**config.mk**
```make
export PLATFORM = sky130hd
export DESIGN_NAME = cdb_arbiter
export DESIGN_NICKNAME = d
export VERILOG_FILES = /design/src/rtl/cdb_arbiter_pkg.sv /design/src/rtl/cdb_arbiter_rr_select_k.sv /design/src/rtl/cdb_arbiter.sv
export SDC_FILE = /design/constraint.sdc
export NUM_CORES = 1
export LEC_CHECK = 0
export CAP_MARGIN = 25
export CORE_UTILIZATION = 50
export CTS_BUF_LIST = sky130_fd_sc_hd__clkbuf_16
export CTS_CLUSTER_DIAMETER = 200
export DETAILED_ROUTE_END_ITERATION = 10
export GPL_TIMING_DRIVEN = 0
export PLACE_DENSITY = 0.88
export SLEW_MARGIN = 20
export SYNTH_ARGS = -nofsm -noshare
export SYNTH_HDL_FRONTEND = slang
export SYNTH_SLANG_ARGS = --single-unit
```
**constraint.sdc**
```tcl
create_clock -name clock -period 20.9 [get_ports clock]
set_input_delay 2.09 -clock clock [delete_from_list [all_inputs] [get_ports clock]]
set_output_delay 2.09 -clock clock [all_outputs]
set_load 0.05 [all_outputs]
```
**src/rtl/cdb_arbiter_pkg.sv**
```systemverilog
// Shared types and defaults for the completion stage (FU results -> CDB).
// Provides FUNC_OUTPUT, the common FU result / CDB slot payload, and the
// default NUM_FU / CDB_WIDTH next to the multiplier depth MULT_STAGES.
`ifndef MULT_STAGES
`define MULT_STAGES 4
`endif
`ifndef NUM_FU
`define NUM_FU 4
`endif
`ifndef CDB_WIDTH
`define CDB_WIDTH 2
`endif

package cdb_arbiter_pkg;

  localparam int unsigned XLEN      = 32;
  localparam int unsigned PRF_IDX_W = 6;
  localparam int unsigned ROB_IDX_W = 5;

  // value_valid=0 marks an x0 destination: still broadcast to retire the ROB entry
  typedef struct packed {
    logic                 valid;
    logic                 value_valid;
    logic [ROB_IDX_W-1:0] rob_idx;
    logic [PRF_IDX_W-1:0] dest_prf;
    logic [XLEN-1:0]      value;
  } FUNC_OUTPUT;

endpackage

```
**src/rtl/cdb_arbiter_rr_select_k.sv**
```systemverilog
// Combinational round-robin select of up to K requesters out of N.
// Scan order is i_ptr, i_ptr+1, ... mod N; the first K requesters win.
// Ports:
//   i_req        request vector
//   i_ptr        current round-robin start index
//   o_grant      granted requesters
//   o_slot_oh    per slot, one-hot index of the k-th grant in scan order
//   o_slot_valid per slot, slot carries a grant
//   o_next_ptr   one past the last grant, or i_ptr when nothing was granted
module rr_select_k #(
  parameter int unsigned N = 4,
  parameter int unsigned K = 2,
  localparam int unsigned PW = (N > 1) ? $clog2(N) : 1
) (
  input  logic [N-1:0]  i_req,
  input  logic [PW-1:0] i_ptr,
  output logic [N-1:0]  o_grant,
  output logic [N-1:0]  o_slot_oh [K],
  output logic [K-1:0]  o_slot_valid,
  output logic [PW-1:0] o_next_ptr
);

  int   w_pos;
  int   w_cnt;
  int   w_last;
  logic w_any;

  // Walk the rotated order, filling slots in order until K grants are made
  always_comb begin
    o_grant      = '0;
    o_slot_valid = '0;
    for (int k = 0; k < int'(K); k++) o_slot_oh[k] = '0;
    w_pos  = 0;
    w_cnt  = 0;
    w_last = 0;
    w_any  = 1'b0;
    for (int j = 0; j < int'(N); j++) begin
      w_pos = int'(i_ptr) + j;
      if (w_pos >= int'(N)) w_pos = w_pos - int'(N);
      for (int i = 0; i < int'(N); i++) begin
        if (w_pos == i && i_req[i] && w_cnt < int'(K)) begin
          o_grant[i] = 1'b1;
          for (int k = 0; k < int'(K); k++) begin
            if (w_cnt == k) begin
              o_slot_oh[k][i] = 1'b1;
              o_slot_valid[k] = 1'b1;
            end
          end
          w_last = i;
          w_any  = 1'b1;
          w_cnt  = w_cnt + 1;
        end
      end
    end
    if (!w_any) o_next_ptr = i_ptr;
    else if (w_last + 1 >= int'(N)) o_next_ptr = '0;
    else o_next_ptr = PW'(w_last + 1);
  end

endmodule

```
**src/rtl/cdb_arbiter.sv**
```systemverilog
// Completion-stage arbiter: grants up to CDB_WIDTH valid FU results per cycle
// in rotating priority, acknowledges them on fu_sel (same cycle) and registers
// them onto the CDB (next cycle).
// Ports:
//   clock, reset   clock; synchronous active-high reset
//   squash         mispredict flush: no grants, CDB cleared next cycle
//   cdb_stall      downstream busy: no grants, CDB cleared next cycle
//   fu_out         FU results, valid held until acknowledged
//   fu_sel         combinational per-FU acknowledge
//   cdb            registered broadcast slots, slot k = k-th grant in scan order
//   cdb_count      registered number of valid CDB slots
module cdb_arbiter
  import cdb_arbiter_pkg::*;
#(
  parameter int unsigned NUM_FU    = `NUM_FU,
  parameter int unsigned CDB_WIDTH = `CDB_WIDTH,
  localparam int unsigned CNT_W = $clog2(CDB_WIDTH + 1),
  localparam int unsigned PTR_W = (NUM_FU > 1) ? $clog2(NUM_FU) : 1
) (
  input  logic              clock,
  input  logic              reset,
  input  logic              squash,
  input  logic              cdb_stall,
  input  FUNC_OUTPUT        fu_out [NUM_FU],
  output logic [NUM_FU-1:0] fu_sel,
  output FUNC_OUTPUT        cdb [CDB_WIDTH],
  output logic [CNT_W-1:0]  cdb_count
);

  logic [PTR_W-1:0]     r_rr_ptr;
  FUNC_OUTPUT           r_cdb [CDB_WIDTH];
  logic [CNT_W-1:0]     r_cdb_count;

  logic                 w_block;
  logic [NUM_FU-1:0]    w_req;
  logic [NUM_FU-1:0]    w_grant;
  logic [NUM_FU-1:0]    w_slot_oh [CDB_WIDTH];
  logic [CDB_WIDTH-1:0] w_slot_valid;
  logic [PTR_W-1:0]     w_next_ptr;
  FUNC_OUTPUT           w_cdb_next [CDB_WIDTH];
  logic [CNT_W-1:0]     w_count_next;

  // Masking requests makes reset/squash/stall yield no grants, empty slots and a held pointer
  always_comb begin
    w_block = reset | squash | cdb_stall;
    for (int i = 0; i < int'(NUM_FU); i++) w_req[i] = fu_out[i].valid & ~w_block;
  end

  rr_select_k #(
    .N (NUM_FU),
    .K (CDB_WIDTH)
  ) u_rr_select (
    .i_req        (w_req),
    .i_ptr        (r_rr_ptr),
    .o_grant      (w_grant),
    .o_slot_oh    (w_slot_oh),
    .o_slot_valid (w_slot_valid),
    .o_next_ptr   (w_next_ptr)
  );

  assign fu_sel = w_grant;

  // Slot payload mux; the whole result is copied, unused slots stay all-zero
  always_comb begin
    w_count_next = '0;
    for (int k = 0; k < int'(CDB_WIDTH); k++) begin
      w_cdb_next[k] = '0;
      for (int i = 0; i < int'(NUM_FU); i++) begin
        if (w_slot_oh[k][i]) w_cdb_next[k] = fu_out[i];
      end
      if (w_slot_valid[k]) w_count_next = w_count_next + CNT_W'(1);
    end
  end

  // Output registers and round-robin pointer
  always_ff @(posedge clock) begin
    if (reset) begin
      r_rr_ptr    <= '0;
      r_cdb_count <= '0;
      for (int k = 0; k < int'(CDB_WIDTH); k++) r_cdb[k] <= '0;
    end else begin
      r_rr_ptr    <= w_next_ptr;
      r_cdb_count <= w_count_next;
      for (int k = 0; k < int'(CDB_WIDTH); k++) r_cdb[k] <= w_cdb_next[k];
    end
  end

  assign cdb       = r_cdb;
  assign cdb_count = r_cdb_count;

endmodule

```
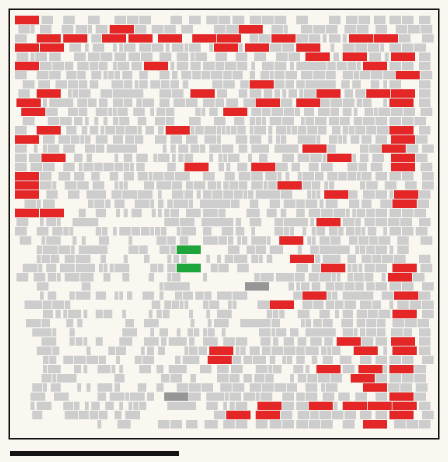
**Above:** run 1 (sequential cells coloured by netlist name).
The bar under the picture is 50 um long. Other sequential cells in the stronger grey, the rest of the logic in the fainter grey.
colour	name in the netlist	placed flops
green	`r_rr_ptr`	2
red	`cdb`	90
not coloured	2

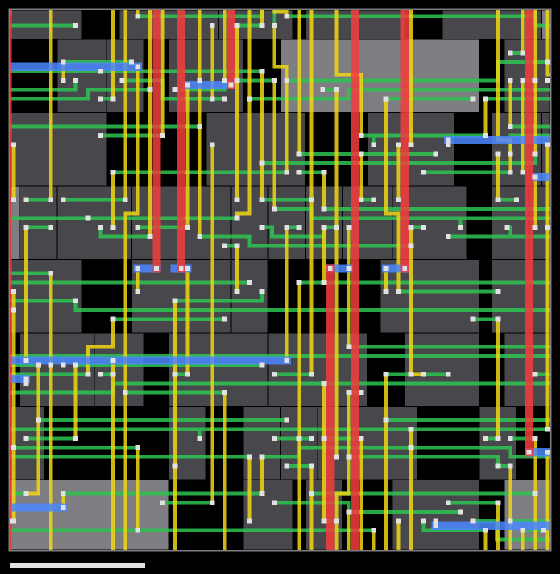
**Above:** run 1 (a small window of the routed layout).
The bar under the picture is 5 um long. Window x 53 to 73, y 79 to 99 um. Cells in grey, sequential cells in the stronger grey; small squares are vias.
colour	layer
green	met1
red	met4
blue	met3
yellow	met2
cells with their middle in the window	37
sequential cells in the window	2
most frequent	clkbuf_1 (8), clkdlybuf4s50_1 (8)
netlist names of flops here include	`cdb` (2)

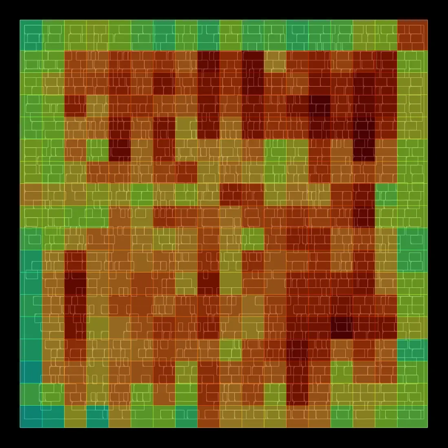
**Above:** run 1 (routing congestion map).
M1 GR Usage: 0.513
grt met2 use: 0.643

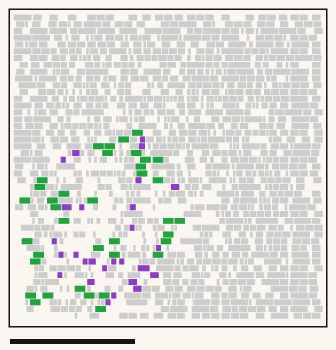
**Above:** run 1 (gate families picked out).
The bar under the picture is 50 um long.
colour	family	cells	most used
purple	AND and OR gates	27	and3_1
green	adder and majority cells	37	ha_1

==> job_summary.md, run 1 <==
### Yosys + OpenROAD results

| Metric | Value |
|---|---|
| Synth Seq Share | 0.242 |
| Hold_buf cts | 0 |
| Post-Route WL | 33.2 mm |
| Leak Pwr | 4.80 nW |
| First drt pass iteration count | 5 |
| Drt initial violations | 1298 |
| Core region area | 15200 um^2 |
| CTS tree | built |
| Yosys cell types | 79 |
| Worst-case clock skew | 14.4 ps |
| Vias in the first global route | 8541 |
| Worst R2R End | cdb[52] |
| IO Port Bufs | 277 |
| Final Hold Slack | 915 ps |
| Final Wtd Congestion | 0.990 |
| Synthesized instance count | 903 |
| Clock-cell share | 0.0256 |
| Routed wire per std cell | 24.0 um |
| Status | completed |
| RSZ-0062 raised after global routing | no |
| Ys cells | 903 |
| Count leader, synth | nor3b_1 |
| Post-synth EDFFs | 0 |
| Power Density | 49.0 nW/um^2 |
| Sw frac | 0.353 |
| Int Pwr | 0.351 mW |
| Fmax | 55.1 MHz |
| Top_reg_cell synth | dfxtp_1 |
| YS chip area | 7780 um^2 |
| Nonclk buf count | 356 |
| Logic area | 5100 um^2 |
| CTS clk-pin slew, worst paths | 80 ps |
| Logic share of the area | 0.460 |
| Syn_nets | 1124 |
| Die area | 16100 um^2 |
| Slew @ Worst Pin | 953 ps |
| Io pins | 280 |
| Power, Total | 0.543 mW |
| Flops | 94 |
| H-tree levels | 3 |
| First-pass GRT wire length | 49.8 mm |
| TAP cells | 188 |
-- run 1: per-layer routing --
metal  GRT usage  routed length (um)
met4       0.197                1750
met2       0.643               15000
met3      0.0941                3410
met5           0                   0
met1       0.513               13100
-- run 1: registers in the layout (all words and copies together), names as in the netlist --
register   count
r_rr_ptr       2
cdb_count      2
cdb           90
-- run 1: stage by stage --
step	setup slack [ps]	cells	util	area [um^2]
2_1_floorplan	6390	903	-	7780
3_3_place_gp	2980	1368	0.710	10800
3_5_place_dp	3140	1368	0.710	10800
4_1_cts	3040	1384	0.728	11100
5_1_grt	1880	1384	0.729	11100
6_report	2750	1385	0.729	11100
-- run 1: worst max-delay path, delay by kind of cell --
family / cells / cell delay, ps
buffers and inverters: 9 / 2340
AND-OR/OR-AND: 12 / 2880
XOR/XNOR: 1 / 290
AND/OR/NAND/NOR: 23 / 5320
adder cells (fa/ha/maj): 10 / 3080
-- run 1: worst max path at each step --
stage	to	slack (ps)	depth (start not counted)
global route	fu_sel[3]	1880	57
global placement	fu_sel[3]	2980	55
CTS	fu_sel[0]	3040	55
finish	fu_sel[3]	2750	55
floorplan	fu_sel[0]	6390	56
detailed placement	fu_sel[3]	3140	55
-- run 1: logic make-up (layout without fill, tap and decap cells) --
| kind of cell | Yosys count | count (layout) | share of synthesized area |
|---|---|---|---|
| flip-flops | 94 | 94 | 0.242 |
| adder cells (fa/ha/maj) | 37 | 37 | 0.0595 |
| AND/OR/NAND/NOR | 264 | 264 | 0.212 |
| other | 1 | 2 | 0.000482 |
| multiplexers | 88 | 88 | 0.113 |
| XOR/XNOR | 14 | 14 | 0.0187 |
| buffers and inverters | 152 | 445 | 0.103 |
| AND-OR/OR-AND | 253 | 253 | 0.251 |
==> run 2: changes to the inputs <==
ABC_CLOCK_PERIOD_IN_PS = 20900   (was unset)
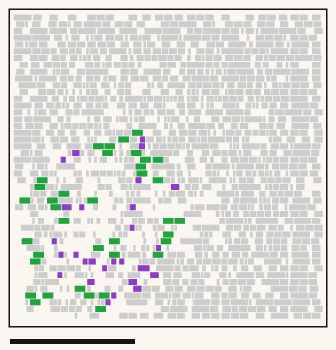
**Above:** run 2 (gate families picked out).
The bar under the picture is 50 um long.
colour	family	cells	most used
green	adder and majority cells	37	ha_1
purple	AND and OR gates	27	and3_1

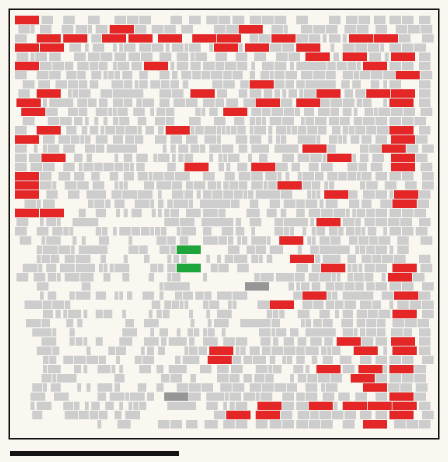
**Above:** run 2 (sequential cells coloured by netlist name).
The bar under the picture is 50 um long. Other sequential cells in the stronger grey, the rest of the logic in the fainter grey.
register area: 1880 um^2
Util after Layout: 0.729
Seq group: 0.192 mW
fraction of area in registers: 0.170

==> run 2 against run 1 <==
- routed wire length unchanged
- register-to-register slack hardly changed
- final cell count stayed put
- area after synthesis did not move
- non-clock buffer count unchanged
- first-iteration DRC count stayed put
- flip-flop count stayed put
- sequential share of layout area stayed put
- clock power is essentially flat
- synthesized cell count unchanged
- critical endpoint unchanged
- largest cell class unchanged
==> job_summary.md, run 2 <==
### Yosys + OpenROAD results

| Metric | Value |
|---|---|
| Status | completed (unchanged) |
| Final Hold Slack | 915 ps (unchanged) |
| Slew @ Worst Pin | 953 ps (unchanged) |
| Maximum net fanout on the critical path | 10 (unchanged) |
| Synthesized instance count | 903 (unchanged) |
| Post-CTS sizing | 0 (unchanged) |
| GRT met3 Usage | 0.0941 (unchanged) |
| GRT busiest layer | met2 (unchanged) |
| M1 GR Usage | 0.513 (unchanged) |
| Worst-case clock skew | 14.4 ps (unchanged) |
| Worst reg-to-reg setup slack | 5200 ps (about the same) |
| Ys cells | 903 (unchanged) |
| Cell type with the largest total area | dfxtp_1 (unchanged) |
| IO Port Bufs | 277 (unchanged) |
| CTS clk-pin slew, worst paths | 80 ps (about the same) |
| Synth Seq Share | 0.242 (unchanged) |
| Setup_tns | 0 ps (unchanged) |
| Die area | 16100 um^2 (unchanged) |
| Setup ws final | 2750 ps (unchanged) |
| Final Max Tran Viols | 0 (unchanged) |
| Clk latency late pin | 370 ps (about the same) |
| First drt pass iteration count | 5 (unchanged) |
| Delay-heaviest family, CP | simple AND/OR/NAND/NOR gates (unchanged) |
| Critical path class | input port to output pin (unchanged) |
| Yosys cell types | 79 (unchanged) |
| Max_cap viols | 0 (unchanged) |
| Ratio of cells with drive above 1 in the final layout | 0.0753 (unchanged) |
| Non-Filler Instances | 1385 (unchanged) |
| Worst R2R End | cdb[52] (unchanged) |
| YS chip area | 7780 um^2 (unchanged) |
| Leak Pwr | 4.80 nW (unchanged) |
| Synth top area share | 0.242 (unchanged) |
| Hold_buf cts | 0 (unchanged) |
| Post-Layout Inst Area | 11100 um^2 (unchanged) |
| Area delta synth->final | 42.4% (unchanged) |
| Die Y | 127 um (unchanged) |
| DR vias/cell | 6.42 (unchanged) |
| Power Density | 49.0 nW/um^2 (unchanged) |
| Cell row count | 45 (unchanged) |
| Count leader, synth | nor3b_1 (unchanged) |
| H-tree levels | 3 (unchanged) |
| DRC errors left | 0 (unchanged) |
| Max rail drop VDD | 0.0000377 V (unchanged) |
| Io pins | 280 (unchanged) |
| Power, Total | 0.543 mW (unchanged) |
| Core region area | 15200 um^2 (unchanged) |
| First-pass GRT wire length | 49.8 mm (unchanged) |
| Inst Count DP | 1368 (unchanged) |
| Root buf cell | clkbuf_16 (unchanged) |
| CTS tree | built (unchanged) |
| Vias in the first global route | 8541 (unchanged) |
| Die X-Extent | 127 um (unchanged) |
| DP Worst Slack | 3140 ps (unchanged) |
| Syn_nets | 1124 (unchanged) |
| Drt initial violations | 1298 (unchanged) |
| Routed wire per std cell | 24.0 um (unchanged) |
| Relative slew slack | 0.359 (unchanged) |
| CP Buf/Inv Count | 9 (unchanged) |
| Final hold vios | 0 (unchanged) |
| Final Wtd Congestion | 0.990 (unchanged) |
| Fmax | 55.1 MHz (unchanged) |
| Grt met2 use | 0.643 (unchanged) |
| Max reg flops | 90 (unchanged) |
| Post-synth EDFFs | 0 (unchanged) |
| RSZ-0062 raised after global routing | no (unchanged) |
| Placed Area | 10800 um^2 (unchanged) |
| Post-Route WL | 33.2 mm (unchanged) |
| Hold depth | 4 (unchanged) |
| Logic area | 5100 um^2 (unchanged) |
| Worst reg-to-reg path cell count | 62 (unchanged) |
| Tool Warnings | 51 (unchanged) |
| Top_reg_cell synth | dfxtp_1 (unchanged) |
run 2: tightest hold or removal path, stage by stage, from the launching register on:
cell	delay (ps)
dfxtp_1	350
nand2b_1	170
nor2_1	120
o21ai_0	170
a211oi_1	60
run 2: layer usage:
| layer | vias to the layer above | part of all wire |
|---|---|---|
| met2 | 686 | 0.45 |
| met3 | 140 | 0.10 |
| li1 | 3951 | - |
| met4 | 0 | 0.053 |
| met1 | 4119 | 0.39 |
| met5 | - | 0 |
run 2: area by class of cell:
| class | count | share of cell area |
|---|---|---|
| inverter | 73 | 0.0263 |
| tap | 188 | 0.0212 |
| clock inverter | 7 | 0.00531 |
| timing repair buffer | 277 | 0.250 |
| sequential | 94 | 0.170 |
| buffer | 79 | 0.0461 |
| clock buffer | 9 | 0.0203 |
| multi-input combinational | 657 | 0.460 |
| antenna | 1 | 0.000226 |
run 2: worst max path at each step:
stage,slack [ps],end,from,cells past startpoint
6_report,2750,fu_sel[3],reset,55
5_1_grt,1880,fu_sel[3],reset,57
4_1_cts,3040,fu_sel[0],reset,55
3_5_place_dp,3140,fu_sel[3],reset,55
3_3_place_gp,2980,fu_sel[3],reset,55
2_1_floorplan,6390,fu_sel[0],reset,56
run 2: logic make-up (layout without fill, tap and decap cells):
logic type	after synthesis	after routing	share of synthesized area
fa+ha+maj	37	37	0.0595
simple gates	264	264	0.212
flops	94	94	0.242
other cells	1	2	0.000482
compound gates	253	253	0.251
buf+inv	152	445	0.103
mux	88	88	0.113
xor+xnor	14	14	0.0187
run 2: report_power, final:
group / switching, mW / leakage (nW) / total (mW) / internal, mW
Sequential: 0.00337 / 0.762 / 0.192 / 0.188
Combinational: 0.105 / 3.91 / 0.185 / 0.0801
Clock: 0.0838 / 0.133 / 0.166 / 0.0825
Total: 0.192 / 4.80 / 0.543 / 0.351
Power and IR drop assume default switching activity.
